===== config.mk =====
export PLATFORM = sky130hd
export DESIGN_NAME = multicycle_control
export DESIGN_NICKNAME = d
export VERILOG_FILES = /design/src/rtl/mips_ctrl_pkg.sv /design/src/rtl/alu_funct_decoder.sv /design/src/rtl/multicycle_control.sv
export SDC_FILE = /design/constraint.sdc
export NUM_CORES = 1
export LEC_CHECK = 0
export CAP_MARGIN = 20
export CORE_MARGIN = 3
export CORE_UTILIZATION = 41
export CTS_BUF_LIST = sky130_fd_sc_hd__clkbuf_8
export CTS_CLUSTER_DIAMETER = 100
export DETAILED_ROUTE_END_ITERATION = 6
export PLACE_DENSITY = 0.87
export SLEW_MARGIN = 15
export SYNTH_ARGS = -nofsm -noshare
export SYNTH_HDL_FRONTEND = slang
export SYNTH_SLANG_ARGS = --single-unit

===== constraint.sdc =====
create_clock -name clk -period 3.1 [get_ports clk]
set_input_delay 0.62 -clock clk [delete_from_list [all_inputs] [get_ports clk]]
set_output_delay 0.62 -clock clk [all_outputs]
set_load 0.01 [all_outputs]

===== src/rtl/mips_ctrl_pkg.sv =====
// Shared definitions for the multicycle MIPS control path: state encoding,
// opcode/funct constants and the ALU operation codes.
package mips_ctrl_pkg;

    typedef enum logic [3:0] {
        S_FETCH    = 4'd0,
        S_DECODE   = 4'd1,
        S_MEMADR   = 4'd2,
        S_MEMRD    = 4'd3,
        S_MEMWB    = 4'd4,
        S_MEMWR    = 4'd5,
        S_RTYPE_EX = 4'd6,
        S_RTYPE_WB = 4'd7,
        S_BRANCH   = 4'd8,
        S_ADDI_EX  = 4'd9,
        S_ADDI_WB  = 4'd10,
        S_JUMP     = 4'd11
    } state_t;

    localparam logic [5:0] OP_RTYPE = 6'b000000;
    localparam logic [5:0] OP_LW    = 6'b100011;
    localparam logic [5:0] OP_SW    = 6'b101011;
    localparam logic [5:0] OP_BEQ   = 6'b000100;
    localparam logic [5:0] OP_BNE   = 6'b000101;
    localparam logic [5:0] OP_ADDI  = 6'b001000;
    localparam logic [5:0] OP_J     = 6'b000010;

    localparam logic [5:0] FN_ADD = 6'b100000;
    localparam logic [5:0] FN_SUB = 6'b100010;
    localparam logic [5:0] FN_AND = 6'b100100;
    localparam logic [5:0] FN_OR  = 6'b100101;
    localparam logic [5:0] FN_SLT = 6'b101010;

    localparam logic [2:0] ALU_ADD = 3'b010;
    localparam logic [2:0] ALU_SUB = 3'b110;
    localparam logic [2:0] ALU_AND = 3'b000;
    localparam logic [2:0] ALU_OR  = 3'b001;
    localparam logic [2:0] ALU_SLT = 3'b111;

    localparam logic [1:0] SRCB_REG    = 2'b00;
    localparam logic [1:0] SRCB_FOUR   = 2'b01;
    localparam logic [1:0] SRCB_IMM    = 2'b10;
    localparam logic [1:0] SRCB_IMM_SH = 2'b11;

    localparam logic [1:0] PCSRC_ALU    = 2'b00;
    localparam logic [1:0] PCSRC_ALUOUT = 2'b01;
    localparam logic [1:0] PCSRC_JUMP   = 2'b10;

endpackage


===== src/rtl/alu_funct_decoder.sv =====
// Maps an R-type funct field onto the ALU operation code; valid is low for
// funct values the datapath does not implement.
module alu_funct_decoder
    import mips_ctrl_pkg::*;
(
    input  logic [5:0] funct,
    output logic [2:0] alu_control,
    output logic       valid
);

    always_comb begin
        valid       = 1'b1;
        alu_control = ALU_ADD;
        case (funct)
            FN_ADD:  alu_control = ALU_ADD;
            FN_SUB:  alu_control = ALU_SUB;
            FN_AND:  alu_control = ALU_AND;
            FN_OR:   alu_control = ALU_OR;
            FN_SLT:  alu_control = ALU_SLT;
            default: valid = 1'b0;
        endcase
    end

endmodule


===== src/rtl/multicycle_control.sv =====
// Main control FSM of the multicycle MIPS datapath, with optional memory wait
// timeout (MEM_TIMEOUT) and optional bne support under `BNE_EN.
//
// state    | meaning
// FETCH    | read instruction, PC+4; waits for mem_ready
// DECODE   | compute branch target, dispatch on opcode
// MEMADR   | compute lw/sw effective address
// MEMRD    | data read; waits for mem_ready
// MEMWB    | write loaded data to register file
// MEMWR    | data write; waits for mem_ready
// RTYPE_EX | R-type ALU operation from funct
// RTYPE_WB | write R-type result to rd
// BRANCH   | compare operands, conditionally load branch target
// ADDI_EX  | A + immediate
// ADDI_WB  | write addi result to rt
// JUMP     | load jump target
module multicycle_control
    import mips_ctrl_pkg::*;
#(
    parameter int unsigned MEM_TIMEOUT = 0
) (
    input  logic       clk,
    input  logic       rst,
    input  logic [5:0] opcode,
    input  logic [5:0] funct,
    input  logic       zero,
    input  logic       mem_ready,
    output logic [2:0] alu_control,
    output logic       alu_src_a,
    output logic [1:0] alu_src_b,
    output logic [1:0] pc_src,
    output logic       pc_en,
    output logic       ir_write,
    output logic       reg_write,
    output logic       mem_read,
    output logic       mem_write,
    output logic       iord,
    output logic       reg_dst,
    output logic       mem_to_reg,
    output logic       illegal_op,
    output logic       mem_timeout,
    output logic [3:0] state
);

    state_t      state_q;
    state_t      state_d;
    logic [15:0] wait_cnt;
    logic        mem_state;
    logic        timeout_hit;
    logic [2:0]  fn_alu;
    logic        fn_valid;

    alu_funct_decoder u_funct_dec (
        .funct       (funct),
        .alu_control (fn_alu),
        .valid       (fn_valid)
    );

    assign state = state_q;

    always_comb begin
        mem_state   = (state_q == S_FETCH) || (state_q == S_MEMRD) || (state_q == S_MEMWR);
        timeout_hit = (MEM_TIMEOUT != 0) && mem_state && !mem_ready
                      && (wait_cnt == 16'(MEM_TIMEOUT));
    end

    always_comb begin
        state_d     = state_q;
        alu_control = ALU_ADD;
        alu_src_a   = 1'b0;
        alu_src_b   = SRCB_REG;
        pc_src      = PCSRC_ALU;
        pc_en       = 1'b0;
        ir_write    = 1'b0;
        reg_write   = 1'b0;
        mem_read    = 1'b0;
        mem_write   = 1'b0;
        iord        = 1'b0;
        reg_dst     = 1'b0;
        mem_to_reg  = 1'b0;
        illegal_op  = 1'b0;
        mem_timeout = 1'b0;
        case (state_q)
            S_FETCH: begin
                mem_read  = 1'b1;
                alu_src_b = SRCB_FOUR;
                ir_write  = mem_ready;
                pc_en     = mem_ready;
                if (mem_ready) state_d = S_DECODE;
            end
            S_DECODE: begin
                alu_src_b = SRCB_IMM_SH;
                case (opcode)
                    OP_LW, OP_SW: state_d = S_MEMADR;
                    OP_RTYPE:     state_d = S_RTYPE_EX;
                    OP_BEQ:       state_d = S_BRANCH;
`ifdef BNE_EN
                    OP_BNE:       state_d = S_BRANCH;
`endif
                    OP_ADDI:      state_d = S_ADDI_EX;
                    OP_J:         state_d = S_JUMP;
                    default: begin
                        illegal_op = 1'b1;
                        state_d    = S_FETCH;
                    end
                endcase
            end
            S_MEMADR: begin
                alu_src_a = 1'b1;
                alu_src_b = SRCB_IMM;
                state_d   = (opcode == OP_SW) ? S_MEMWR : S_MEMRD;
            end
            S_MEMRD: begin
                iord     = 1'b1;
                mem_read = 1'b1;
                if (mem_ready) state_d = S_MEMWB;
            end
            S_MEMWB: begin
                mem_to_reg = 1'b1;
                reg_write  = 1'b1;
                state_d    = S_FETCH;
            end
            S_MEMWR: begin
                iord      = 1'b1;
                mem_write = 1'b1;
                if (mem_ready) state_d = S_FETCH;
            end
            S_RTYPE_EX: begin
                alu_src_a = 1'b1;
                if (fn_valid) begin
                    alu_control = fn_alu;
                    state_d     = S_RTYPE_WB;
                end else begin
                    illegal_op = 1'b1;
                    state_d    = S_FETCH;
                end
            end
            S_RTYPE_WB: begin
                reg_dst   = 1'b1;
                reg_write = 1'b1;
                state_d   = S_FETCH;
            end
            S_BRANCH: begin
                alu_src_a   = 1'b1;
                alu_control = ALU_SUB;
                pc_src      = PCSRC_ALUOUT;
`ifdef BNE_EN
                pc_en       = (opcode == OP_BNE) ? ~zero : zero;
`else
                pc_en       = zero;
`endif
                state_d     = S_FETCH;
            end
            S_ADDI_EX: begin
                alu_src_a = 1'b1;
                alu_src_b = SRCB_IMM;
                state_d   = S_ADDI_WB;
            end
            S_ADDI_WB: begin
                reg_write = 1'b1;
                state_d   = S_FETCH;
            end
            S_JUMP: begin
                pc_src  = PCSRC_JUMP;
                pc_en   = 1'b1;
                state_d = S_FETCH;
            end
            default: state_d = S_FETCH;
        endcase

        // A stalled memory access is abandoned: strobes drop, selects stay.
        if (timeout_hit) begin
            pc_en       = 1'b0;
            ir_write    = 1'b0;
            reg_write   = 1'b0;
            mem_read    = 1'b0;
            mem_write   = 1'b0;
            mem_timeout = 1'b1;
            state_d     = S_FETCH;
        end

        if (rst) begin
            pc_en       = 1'b0;
            ir_write    = 1'b0;
            reg_write   = 1'b0;
            mem_read    = 1'b0;
            mem_write   = 1'b0;
            illegal_op  = 1'b0;
            mem_timeout = 1'b0;
        end
    end

    // Only wait states hold the FSM, so "same state as next" means stalled.
    always_ff @(posedge clk) begin
        if (rst) begin
            state_q  <= S_FETCH;
            wait_cnt <= 16'd0;
        end else begin
            state_q <= state_d;
            if ((MEM_TIMEOUT != 0) && (state_d == state_q) && !timeout_hit)
                wait_cnt <= wait_cnt + 16'd1;
            else
                wait_cnt <= 16'd0;
        end
    end

endmodule

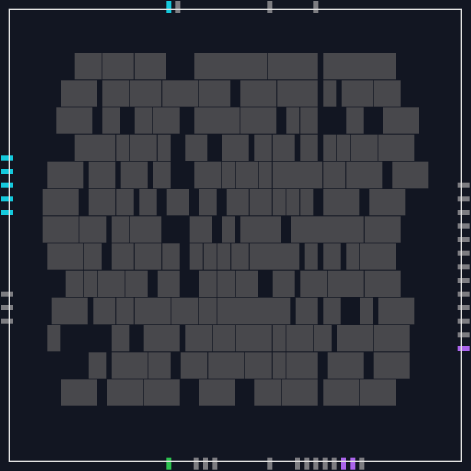
*Pin placement*
Drawn at 10 px/um. Pins as bars across the die edge, other pins in gray.
color	port	pins	direction	edge
purple	alu_control	3	output	2 south, 1 east
green	mem_write	1	output	south
cyan	opcode	6	input	5 west, 1 north
all pins by edge	13 south, 13 east, 8 west, 4 north

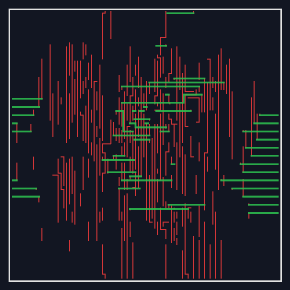
*Signal wires by layer*
Drawn at 6 px/um. Only two layers are drawn.
color	layer	wire length
green	M3	220 um
red	M2	1040 um

==> flow_summary.json <==
{
  "wl_um": 2255,
  "crit_family": "simple AND/OR/NAND/NOR gates",
  "cts_sinks": 4,
  "overflow": 0,
  "combPwrFrac_pct": 37.0,
  "dp.final_hpwl_um": 1747,
  "syn-instance-count": 97,
  "seq_power_share_pct": 22.9,
  "cts_buffers": 3,
  "drive_gt1_share_pct": 15.83,
  "cp_data_required_time_ps": 2480,
  "via_per_inst": 6.006,
  "postSynthAreaPerCell_um2": 6.449,
  "cp-end-kind": "output pin",
  "ys_cells": 97,
  "clock_power_share_pct": 40.1,
  "fmax_mhz": 340.3,
  "wl_per_cell_um": 14.64,
  "max_cap_violations": 0,
  "synth_seq_share_pct": 12.80,
  "areaGrowthSynthToFinish_pct": 73.40,
  "gr-usage-all-layers_pct": 23.52,
  "clk_pin_slew_worst_paths_ps": 30,
  "largest_register_ffs": 4,
  "slew_violations": 0,
  "cts_setup_buffers": 0,
  "setup_violations": 0,
  "simple_gate_share_pct": 48.00,
  "p_total_mw": 0.2709,
  "r2r_end": "state[1]$_SDFFE_PP0P_",
  "dieArea_um2": 2030,
  "cp_num_buf_inv": 2,
  "drtIter0Drc": 54,
  "mux_area_share_pct": 5.200,
  "stdcell_area_um2": 1085,
  "status": "completed",
  "top_logic_kind": "simple AND/OR/NAND/NOR gates",
  "cts-root-buf": "clkbuf_8",
  "slowest_delay_ps": 540,
  "fp.dieH_um": 45.06,
  "synth_cell_type_count": 34,
  "setup_slack_ps": 161.3,
  "antenna_found_initial": 0,
  "async_flop_share_pct": 0,
  "holdPathStages": 2
}
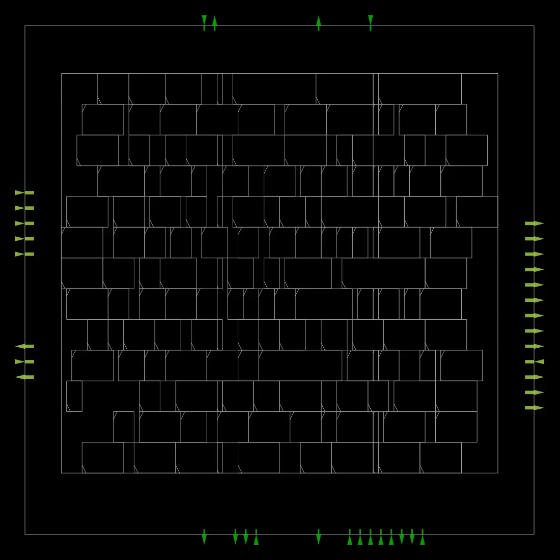
*Placed standard cells*
fin util: 79.40%
Rows: 13
Filler Cell Count: 109
sequential cell area share: 7.382%
Post-Layout Cell Count: 154

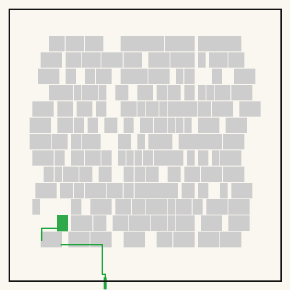
*Nets reached from selected ports*
Drawn at 6 px/um.
color	port	direction	end cells	buffers	wire
green	mem_write	output	1	1	17.8 um
Port Buf Inserts: 36
number of primary I/O pins: 38

layer usage:
layer	track usage, %	share of wire (%)
met5	0	0
met4	9.942	2.5
met3	3.187	9.8
met2	36.72	46
met1	32.06	41
power by group through the flow:
stage	logic (mW)	clock network, mW	registers (mW)
floorplan	0.0475	0	0.0579
global placement	0.0967	0	0.0620
detailed placement	0.0990	0	0.0621
CTS	0.0993	0.110	0.0615
global route	0.108	0.115	0.0627
finish	0.100	0.109	0.0620
worst max path at each step:
stage	startpoint	to	slack [ps]	depth (start not counted)
finish	opcode[5]	illegal_op	160	6
global route	opcode[5]	illegal_op	90	6
CTS	opcode[5]	illegal_op	160	6
detailed placement	opcode[5]	illegal_op	-30	6
global placement	opcode[5]	illegal_op	-10	6
floorplan	opcode[5]	illegal_op	880	4
Yosys cell counts, types with 2 or more instances:
cell	n	area share, %
a21oi_1	6	4.8
a22oi_1	2	2.4
a31o_2	2	2.8
a31oi_1	2	2.0
and3_1	3	3.0
clkbuf_1	5	3.0
dfxtp_1	4	13
inv_1	3	1.8
mux2_2	2	3.6
nand2_1	10	6.0
nand2b_1	4	4.0
nand3_1	3	2.4
nand4_1	2	2.0
nor2_1	8	4.8
nor2b_1	5	5.0
nor3_1	9	7.2
nor3b_1	4	4.8
o21ai_0	6	4.8
o21bai_1	2	2.4
cell type report:
| class | count | area [um2] | share of cell area, % |
|---|---|---|---|
| inverters | 3 | 11.26 | 1.038 |
| flip-flops and latches | 4 | 80.08 | 7.382 |
| multi-input cells | 82 | 491.7 | 45.33 |
| well taps | 15 | 18.77 | 1.730 |
| repair buffers | 47 | 441.7 | 40.72 |
| clock buffers | 3 | 41.29 | 3.806 |
Power is estimated from default activity; no workload was simulated.
